**Signal wires on met1**

Cells faint in the background.
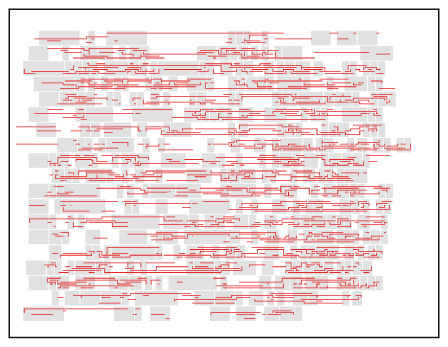
**Metal 2**

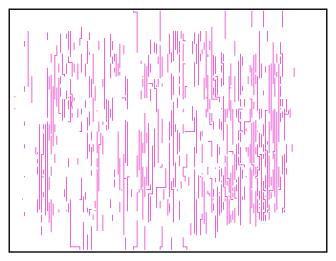
**Met3 routing**

Cells faint in the background.
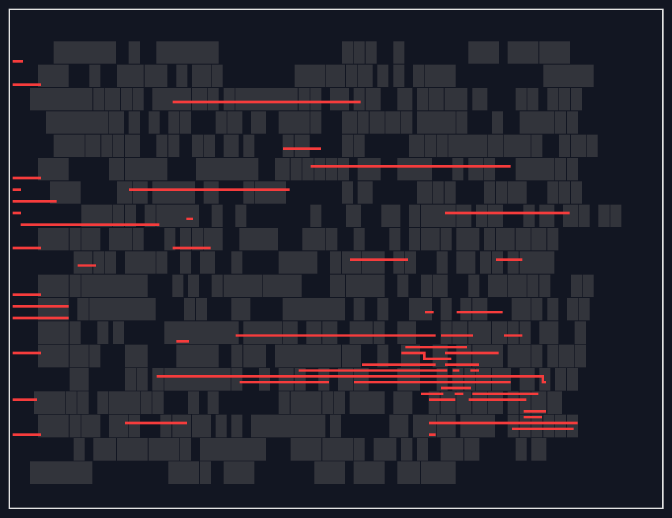
==> config.mk <==
export PLATFORM = sky130hd
export DESIGN_NAME = sm83_ir_sequencer
export DESIGN_NICKNAME = d
export VERILOG_FILES = /design/src/rtl/sm83_ir_sequencer_pkg.sv /design/src/rtl/sm83_ir_sequencer_mcycle_len.sv /design/src/rtl/sm83_ir_sequencer.sv
export SDC_FILE = /design/constraint.sdc
export NUM_CORES = 1
export LEC_CHECK = 0
export ABC_AREA = 1
export CORE_ASPECT_RATIO = 0.75
export CORE_MARGIN = 2
export CORE_UTILIZATION = 45
export CTS_CLUSTER_SIZE = 10
export DETAILED_ROUTE_END_ITERATION = 6
export PLACE_DENSITY = 0.69
export SLEW_MARGIN = 30
export SYNTH_ARGS = -nofsm -noshare
export SYNTH_HDL_FRONTEND = slang
export SYNTH_SLANG_ARGS = --single-unit
export TNS_END_PERCENT = 1
==> constraint.sdc <==
create_clock -name clk -period 3.8 [get_ports clk]
set_input_delay 0.76 -clock clk [delete_from_list [all_inputs] [get_ports clk]]
set_output_delay 0.76 -clock clk [all_outputs]
set_load 0.05 [all_outputs]
==> metrics.cfg <==
[synth]
ys_seq_elements = 14
async_flop_share_pct = 0
synth-edff-count = 0
flop_cell = dfxtp_1
ys_types = 28
synth_area_um2 = 1750
synth_cells = 326
ys_top_cells_by_count = 97 x nand2_1, 57 x inv_1, 39 x nor2_1
ys_cells = 326
synth_area_per_cell_um2 = 5.37
ys_warn_count = 0
yosys.area.top_type = nand2_1
yosysMostFrequentCell = nand2_1
synth_chip_area_um2 = 1750
yosysTopAreaCellShare_pct = 20.8
top_cells_by_area = nand2_1 21%, dfxtp_1 16%, inv_1 12%, nand3_1 11%, nor2_1 8.4%
fp_nets = 349
ys_seq_share_pct = 16.0

[cells_and_area]
drive_above_1_share_pct = 14.7
fin_util_pct = 62.9
lay_top_count = nand2_1
final_cells = 419
largest_reg_flops = 8
layout_top_cells = 93 x nand2_1, 55 x inv_1, 37 x nand3_1
syn_to_final_growth_pct = 32.5
final_nets = 391
n_antenna_cell = 0

[timing]
fin_tns_setup_ps = 0
fmax_ghz = 0.275
setup_viol = 0
whs_ps = 574
worst_slew_pin_slew_ps = 508
max_slew_margin_pct = 66.0
fin_skew_ps = 4.12
drv_slew = 0
finalCritPeriodShare_pct = 95.7
final.min_clock_period_ps = 3640
hold_viol = 0

[setup_path]
crit_required_ps = 3040
crit_fanout = 6
crit_arrival_ps = 2880
regToRegSetupSlack_ps = 690
reg2reg_depth = 24
start_kind = flop
end_kind = primary output
crit_type = flop to primary output

[detailed_routing]
drt_iter0_markers = 245
routedWlPerCell_um = 12.3
via_per_inst = 5.19
wl_met2_mm = 2.07
top_layer = met4
drt_pass1_iterations = 5
drt-met1-wl_mm = 2.68
wl_met3_um = 368
drc_errors = 0
postRouteAntennaNets = 0

[placement]
port_buffers = 28
hpwl_mm = 4.06
post-place-cells = 410
gp_congestion = 0.949

[global_routing]
grt_pass1_wl_mm = 8.45
grt_max_degree = 15
grt-busiest-layer = met1
grt_usage_pct = 23.5
grt_overflow = 0
grt_pass1_vias = 1850
antenna_found_initial = 0

[die]
fp.dieArea_um2 = 4410
die_h_um = 58.0
num_rows = 19
initCoreUtil_pct = 47.5
die_w_um = 76.0
io_pins = 29
core_um2 = 3680

[clock_network]
clk_latency_ps = 240
clockBufferDepth = 2
cts.clk_slew.worst_paths_ps = 60
cts_hold_buf = 0
cts_max_level = 1
cts_root_buf = clkbuf_8
cts_tree = done
cts.sinks = 14
cts_made_buffers = 3

[worst_hold_path]
min_path_cells = 4
worstHoldPathType = flop to flop

[power]
powerDensity_nw_per_um2 = 921
vdd_drop_max_mv = 0.550
p_leak_nw = 1.22

[job]
tool_warnings = 30
maxCapViolations = 0

[outcome]
outcome = finished, final reports clean

Notes on 'signal wires on met1' above:
wire length on this layer: 2680 µm
nets with wire on the layer: 358
grt met1 use: 36.3%
routed vias: 2175
drt total wl: 5.17 mm

Notes on 'metal 2' above:
wire length on this layer: 2070 µm
nets with wire on the layer: 299
main direction: vertical
longest straight run: 23.5 µm
met2 Usage GRT: 34.3%

Notes on 'met3 routing' above:
wire length on this layer: 369 µm
share of all routed wire: 7.1%
longest straight run: 44.9 µm
main direction: horizontal
met3 Usage GRT: 3.43%

## worst max-delay path, cell delays in order, from the launching register on
cell and delay (ps):
dfxtp_4 370, inv_1 170, nand3_1 150, nor3_1 230, nor2_1 80, nand2_1 100, a21oi_1 80, nand2_2 100
nand2_4 70, o22ai_2 90, inv_1 50, ha_1 260, inv_1 40, nand3_1 90, nand3_1 70, nand2_1 60
nand2_1 60, nor2_2 100, nand2_1 60, nand2_1 80, nand3_2 100, inv_2 90, buf_12 130
## cell type report
cell class | count | area [µm²]
timing repair buffer | 42 | 395
inverter | 63 | 241
clock buffer | 4 | 55.1
tap | 52 | 65.1
fill | 373 | 1370
multi-input combinational | 244 | 1270
sequential | 14 | 294
## metrics by stage
stage          power (W)  setup WS [ps]  instance area (µm²)
2_1_floorplan    0.00143           35.8                 1750
3_3_place_gp     0.00184            240                 2140
3_5_place_dp     0.00184            129                 2140
4_1_cts          0.00200           16.0                 2210
5_1_grt          0.00232          -23.8                 2320
6_report         0.00214            164                 2320
## cell families (layout without fill, tap and decap cells)
| family | Yosys count | in the layout | synth area share [%] |
|---|---|---|---|
| fa+ha+maj | 9 | 9 | 6.44 |
| flops | 14 | 14 | 16.0 |
| simple gates | 210 | 210 | 53.5 |
| buf+inv | 68 | 109 | 15.6 |
| xor+xnor | 2 | 2 | 1.00 |
| compound gates | 23 | 23 | 7.44 |
## where the power goes
| group | switching, W | internal (W) |
|---|---|---|
| Combinational | 0.00111 | 0.000617 |
| Sequential | 0.0000610 | 0.000199 |
| Clock | 0.0000545 | 0.0000917 |
| Total | 0.00123 | 0.000908 |
## what timing repair did
item / in CTS / in global routing
setup endpoints to repair: 1 / 1
pin swaps: 1 / 4
resized: 3 / 26
hold endpoints to repair: 0 / 0
setup buffers: 1 / 4
Power figures rest on the tool's default switching activity, not on a simulated workload.
